==> images/m3.png <==
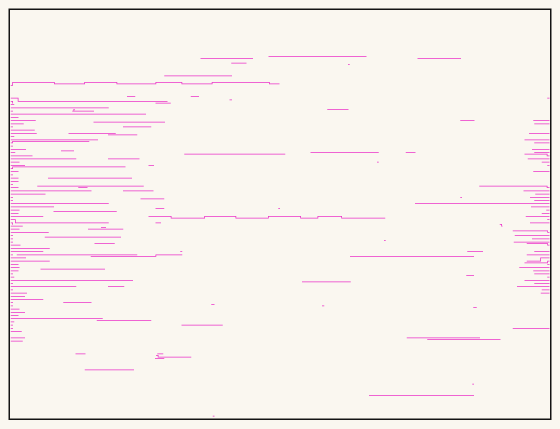
==> images/floorplan.png <==
Bar = 50 µm. Pins as bars on the die edge.
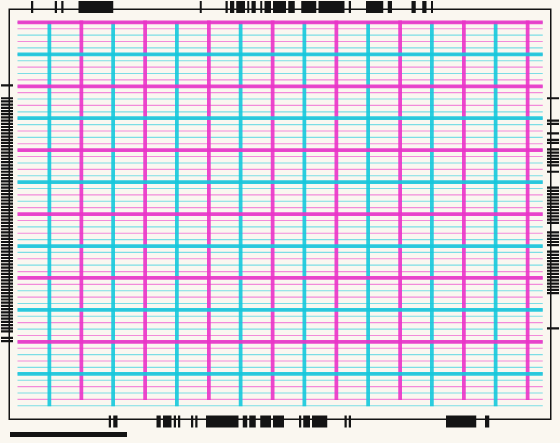
==> images/layers.png <==
Bar = 50 µm. Two of the layers only.
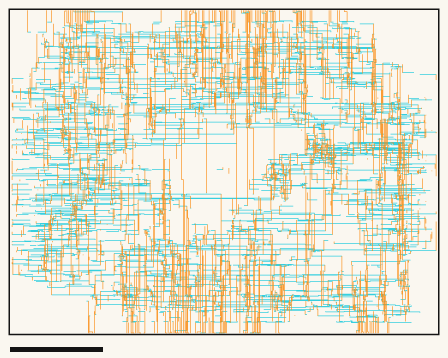
--- src/rtl/hid_sched_pkg.sv ---
// Shared types and helpers for the HID report display scheduler.
package hid_sched_pkg;

  typedef enum logic [1:0] {
    IDLE,
    ARB,
    COMMIT
  } state_t;

  function automatic int unsigned clog2(input int unsigned n);
    int unsigned r;
    r = 0;
    for (int unsigned i = 0; i < 32; i++) begin
      if ((64'd1 << i) < 64'(n)) r = i + 1;
    end
    return r;
  endfunction

  // Index width for n channels; a single channel still gets a 1-bit index.
  function automatic int unsigned chan_w(input int unsigned n);
    return (clog2(n) < 1) ? 1 : clog2(n);
  endfunction

  localparam int unsigned C_MAX_CHANNELS = 8;
  localparam int unsigned C_CHAN_W       = clog2(C_MAX_CHANNELS);

endpackage

--- src/rtl/hid_rr_pick.sv ---
// Combinational round-robin search: first pending channel after last_chan, with wrap.
module hid_rr_pick
  import hid_sched_pkg::*;
#(
  parameter int unsigned N = 3,
  parameter int unsigned W = C_CHAN_W
) (
  input  logic [N-1:0] pending,
  input  logic [W-1:0] last_chan,
  output logic [W-1:0] grant,
  output logic         grant_valid
);

  always_comb begin
    grant       = '0;
    grant_valid = 1'b0;
    for (int unsigned k = 1; k <= N; k++) begin
      for (int unsigned i = 0; i < N; i++) begin
        if (!grant_valid && pending[i] && (i == ((32'(last_chan) + k) % N))) begin
          grant       = W'(i);
          grant_valid = 1'b1;
        end
      end
    end
  end

endmodule

--- src/rtl/hid_display_scheduler.sv ---
// Shares one hex display register between several HID report sources,
// committing at most one latched report per video frame.
module hid_display_scheduler
  import hid_sched_pkg::*;
#(
  parameter int unsigned C_channels    = 3,
  parameter int unsigned C_report_bits = 64,
  parameter int unsigned C_hold_frames = 60
) (
  input  logic                                clk,
  input  logic                                rstn,
  input  logic [C_channels*C_report_bits-1:0] report_data,
  input  logic [C_channels-1:0]               report_valid,
  input  logic                                frame_start,
  input  logic                                clear_overrun,
  output logic [C_report_bits-1:0]            display_data,
  output logic [chan_w(C_channels)-1:0]       display_chan,
  output logic                                display_update,
  output logic [C_channels-1:0]               pending,
  output logic [C_channels-1:0]               overrun
);

  localparam int unsigned   CW        = chan_w(C_channels);
  localparam int unsigned   HW        = chan_w(C_hold_frames);
  localparam logic [CW-1:0] LAST_RST  = CW'(C_channels - 1);
  localparam logic [HW-1:0] HOLD_LOAD = HW'(C_hold_frames - 1);

  state_t                   state, state_next;
  logic [C_report_bits-1:0] slot [C_channels];
  logic [CW-1:0]            last_chan, grant_q, pick, arb_chan;
  logic                     pick_valid, arb_grant, committing;
  logic [HW-1:0]            hold;
  logic [C_channels-1:0]    pending_next, overrun_next;

  assign committing = (state == COMMIT);

  hid_rr_pick #(
    .N(C_channels),
    .W(CW)
  ) u_pick (
    .pending    (pending),
    .last_chan  (last_chan),
    .grant      (pick),
    .grant_valid(pick_valid)
  );

  always_comb begin
    state_next = state;
    arb_grant  = 1'b0;
    arb_chan   = display_chan;
    unique case (state)
      IDLE: if (frame_start && (|pending)) state_next = ARB;
      ARB: begin
        // The current owner always refreshes; others wait for the hold to expire.
        if (pending[display_chan]) begin
          arb_grant = 1'b1;
          arb_chan  = display_chan;
        end else if ((hold == '0) && pick_valid) begin
          arb_grant = 1'b1;
          arb_chan  = pick;
        end
        state_next = arb_grant ? COMMIT : IDLE;
      end
      COMMIT:  state_next = IDLE;
      default: state_next = IDLE;
    endcase
  end

  // A report landing on the granted channel during commit keeps it pending without overrun.
  always_comb begin
    logic clr;
    clr          = 1'b0;
    pending_next = pending;
    overrun_next = overrun;
    if (clear_overrun) overrun_next = '0;
    for (int unsigned i = 0; i < C_channels; i++) begin
      clr = committing && (grant_q == CW'(i));
      if (clr) pending_next[i] = 1'b0;
      if (report_valid[i]) begin
        pending_next[i] = 1'b1;
        if (pending[i] && !clr) overrun_next[i] = 1'b1;
      end
    end
  end

  always_ff @(posedge clk) begin
    if (!rstn) begin
      state          <= IDLE;
      display_data   <= '0;
      display_chan   <= '0;
      display_update <= 1'b0;
      pending        <= '0;
      overrun        <= '0;
      hold           <= '0;
      grant_q        <= '0;
      last_chan      <= LAST_RST;
      for (int unsigned i = 0; i < C_channels; i++) slot[i] <= '0;
    end else begin
      state          <= state_next;
      display_update <= 1'b0;
      pending        <= pending_next;
      overrun        <= overrun_next;
      if (state == ARB) grant_q <= arb_chan;
      if ((state == IDLE) && frame_start && (hold != '0)) hold <= hold - HW'(1);
      if (committing) begin
        display_data   <= slot[grant_q];
        display_chan   <= grant_q;
        display_update <= 1'b1;
        last_chan      <= grant_q;
        if (grant_q != display_chan) hold <= HOLD_LOAD;
      end
      for (int unsigned i = 0; i < C_channels; i++) begin
        if (report_valid[i]) slot[i] <= report_data[i*C_report_bits +: C_report_bits];
      end
    end
  end

endmodule

--- config.mk ---
export PLATFORM = sky130hd
export DESIGN_NAME = hid_display_scheduler
export DESIGN_NICKNAME = d
export VERILOG_FILES = /design/src/rtl/hid_sched_pkg.sv /design/src/rtl/hid_rr_pick.sv /design/src/rtl/hid_display_scheduler.sv
export SDC_FILE = /design/constraint.sdc
export NUM_CORES = 1
export LEC_CHECK = 0
export CAP_MARGIN = 25
export CORE_ASPECT_RATIO = 0.75
export CORE_MARGIN = 3
export CORE_UTILIZATION = 31
export CTS_CLUSTER_DIAMETER = 60
export DETAILED_ROUTE_END_ITERATION = 8
export PLACE_DENSITY = 0.52
export REMOVE_ABC_BUFFERS = 1
export SLEW_MARGIN = 20
export SYNTH_ARGS = -nofsm -noshare
export SYNTH_HDL_FRONTEND = slang
export SYNTH_SLANG_ARGS = --single-unit
--- constraint.sdc ---
create_clock -name clk -period 3.55 [get_ports clk]
set_input_delay 0.71 -clock clk [delete_from_list [all_inputs] [get_ports clk]]
set_output_delay 0.71 -clock clk [all_outputs]
set_load 0.03 [all_outputs]
==> notes.md <==
This memo summarizes the results of the implementation run.

Synthesis
Of the combinational cells, the family taking the most area is simple AND/OR/NAND/NOR gates. After synthesis, the share of cell area in mux cells is 0.0405. The synthesized area per cell is roughly 12 µm². The fraction of the mapped netlist area in compound gates is 0.109.

Per Yosys stat, the portion of area used by sequential elements is 0.639. The share of synthesized cell area in full adder, half adder and majority cells is 0.00322. The synthesis report names the predominant flop master as edfxtp_1. The share of flip-flops with an asynchronous set or reset is 0. The number of cells in Yosys stat is 981. The cell type with the largest total area after synthesis is edfxtp_1. Yosys mapped a number of flops with a built-in enable equal to between 150 and 200. In this run, the synthesized area fraction spent on and/or/nand/nor cells is recorded as 0.177. The post-synthesis register bit count is between 200 and 300. The top-area cell type share of the netlist area is 0.495. The area recorded from the Yosys report for this design is between 10000 and 15000 µm². The number of distinct standard cells referenced by the synthesized netlist is approximately 43. The synthesis report lists the Yosys warning total as 0. The library cell with the highest instance count after synthesis is and2_1.

Per the synthesis report, the XOR/XNOR share of the synthesized area is 0.00376. The synthesized area is between 10000 and 15000 µm². The synthesized instance count is 981.

Final timing
The relative max-transition margin is 0.474. For this run, the top clock speed supported by timing is 0.395 GHz. After layout, the minimum clock period comes to ~2500 ps. Final hold analysis gives a worst-case slack of around 460 ps.

The part of the cycle the worst path needs is 0.713. The pin closest to its max-slew limit shows a slew of approximately 780 ps. The number of max-slew violations in the final report is 0. For the final database, setup skew stands at 10.2 ps. Setup repair after global routing left no endpoint under its margin.

Adding up every negative setup slack in the final design gives 0 ps.

Flow run
The logs give a warning total of 28. The tool flagged a number of max-cap violations equal to 0.

Min path
The tightest min-delay check is of the flop to flop type.

Setup path
Among all stages on the critical path, the largest delay is contributed by clkdlybuf4s50_1. The largest driver fanout on the critical path is 8. The startpoint identified for the worst register-to-register timing path is grant_q[1]. STA classifies the critical path startpoint as a flop. The worst setup path startpoint is pending[1]. For this run, the slowest stage of the critical path takes ~740 ps. The worst setup path is captured at an output pin.

Per the post-run analysis, buffers plus inverters along the critical path come to 1. Data on the critical path is required at its endpoint by approximately 2800 ps. The arrival time of data at the worst endpoint is listed as between 1500 and 2000 ps. Walking the worst path, the cells encountered are clkdlybuf4s50_1.

GRT
Entering global routing, the biggest net connects approximately 190 pins. Looking at the global route congestion table, the highest-usage layer is met2. The total overflow left after global routing is 0. The first global-routing pass estimated 49.5 mm of wire. The number of global-route vias before repair is approximately 8200. The initial antenna violation count is 8. The global routing report lists met1 layer usage as 0.223. On met2, the global router reports a usage of 0.247.

Clock network
The number of gates resized after CTS was 0. The CTS buffer count is 31. Clock tree synthesis selected as its root buffer the cell clkbuf_16. Looking at the clock tree report, the H-tree level count equals 1. Counting every sink on the clock net gives 276. The clock transition at the registers of the reported paths is about 60 ps. Per the skew report, the later register of the worst-skew pair sees a clock latency of approximately 560 ps. Per the repair_timing log after CTS, setup buffers inserted total 0. Looking at the clock tree report, the maximum root-to-sink buffer count equals 3.

Power and ir drop
The power density over the cells is 519 nW/µm². Total power for the finished layout comes to approximately 8.2 mW.

Final layout
The post-layout instance area is 15900 µm². The final net count is roughly 1400. For this run, the share of the core covered by cells in the final layout is 0.435. The share of layout cells above drive strength 1 is 0.0560. After the flow finishes, the layout carries non-filler instances totaling approximately 1700. The number of fillers in the final layout is approximately 3500. The area growth from synthesis to layout is 36.3%.

Routing
The met2 wire length is 14.4 mm. The remaining antenna violation count after routing is 0. For this block, wires on met1 add up to 15.0 mm. The pre-antenna-repair detailed-routing pass consisted of 5 iterations. Per the detail_route log, met3 wirelength is approximately 2.4 mm.

In the routed layout, each cell is associated on average with a via count of roughly 4.6. The residual DRC count is 0. The highest metal layer carrying signal wires in the routed design is met5.

Run status
The flow ran to the end, and the final reports show no timing, DRC or antenna violations.

Die
The chip occupies about 40000 µm². The starting density of the core is 0.319.

Placed design
The quantity of I/O buffers inserted on ports is 271. Once placement completed, the tool counted placed cells totaling ~1700. In the placement report, post-DP HPWL is listed as 20.3 mm. The placement-stage worst setup slack is 1050 ps. The weighted congestion reported at the end of routability-driven placement is 0.735. The post-detailed-placement cell area is 14900 µm².
## Picture notes: m3.png
The layer carries 2410 µm of wire. The longest straight run is 63.5 µm.
wire length reported by the detailed router: 32.5 mm
routed via count: 8006
met3 demand-to-capacity share in global routing: 0.0477

## Picture notes: floorplan.png
Key: VSS = cyan; VDD = magenta
61 met1 rails follow the rows. 272 signal pins sit on the boundary.
die boundary width: 230 µm
VDD IR max: 0.289 mV
Core Area: 36500 µm²

## Picture notes: layers.png
Key: M2 = orange [wire length 14400 µm]; M1 = cyan [wire length 15000 µm]
WL per Instance: 18.6 µm
Tot GR Track Use: 0.159

[path summary, 6_finish.rpt]
check	end	slack [ps]	cells after the start
max reg2reg	hold[5]	1490	4
max	pending[1]	1020	1
min reg2reg	display_data[44]	460	2
min	display_data[44]	460	2
[sequential cells by signal (all words and copies together) (netlist names)]
| register | flops |
|---|---|
| display_chan | 2 |
| display_data | 64 |
| display_update | 1 |
| grant_q | 2 |
| hold | 6 |
| last_chan | 1 |
| overrun | 3 |
| pending | 3 |
| slot | 192 |
| state | 2 |
[area by class of cell]
cell class	count	area [µm²]	share of cell area
flip-flops and latches	276	7450	0.469
clock buffers	43	872	0.0549
inverters	6	22.5	0.00142
well taps	496	621	0.0391
repair buffers	282	2850	0.179
multi-input cells	630	3920	0.247
clock inverters	13	144	0.00906
[worst min-delay path, delay by kind of cell (launching register included)]
family           cells  cell delay [ps]
AND/OR/NAND/NOR      1               50
flip-flops           1              310
AND-OR/OR-AND        1               50
[layout by cell type, fill, tap and decap left out, types with 5 or more instances in the layout]
cell / synthesis / layout
clkdlybuf4s50_1: 0 / 270
and2_1: 194 / 194
edfxtp_1: 192 / 192
nand2_1: 165 / 165
dfxtp_1: 84 / 82
o21ai_0: 69 / 69
a21boi_0: 55 / 55
mux2i_1: 46 / 46
clkbuf_16: 0 / 32
a21boi_1: 20 / 20
a221o_1: 19 / 19
clkbuf_1: 40 / 8
buf_4: 4 / 7
inv_1: 6 / 6
nand2b_1: 8 / 5
a21oi_1: 5 / 5
clkinv_1: 0 / 5
[report_power, final]
group / total (mW) / internal [mW] / switching [mW]
clock: 3.21 / 1.92 / 1.29
sequential: 3.89 / 3.74 / 0.148
combinational: 1.14 / 0.582 / 0.556
total: 8.24 / 6.25 / 1.99
Power and IR drop assume default switching activity.
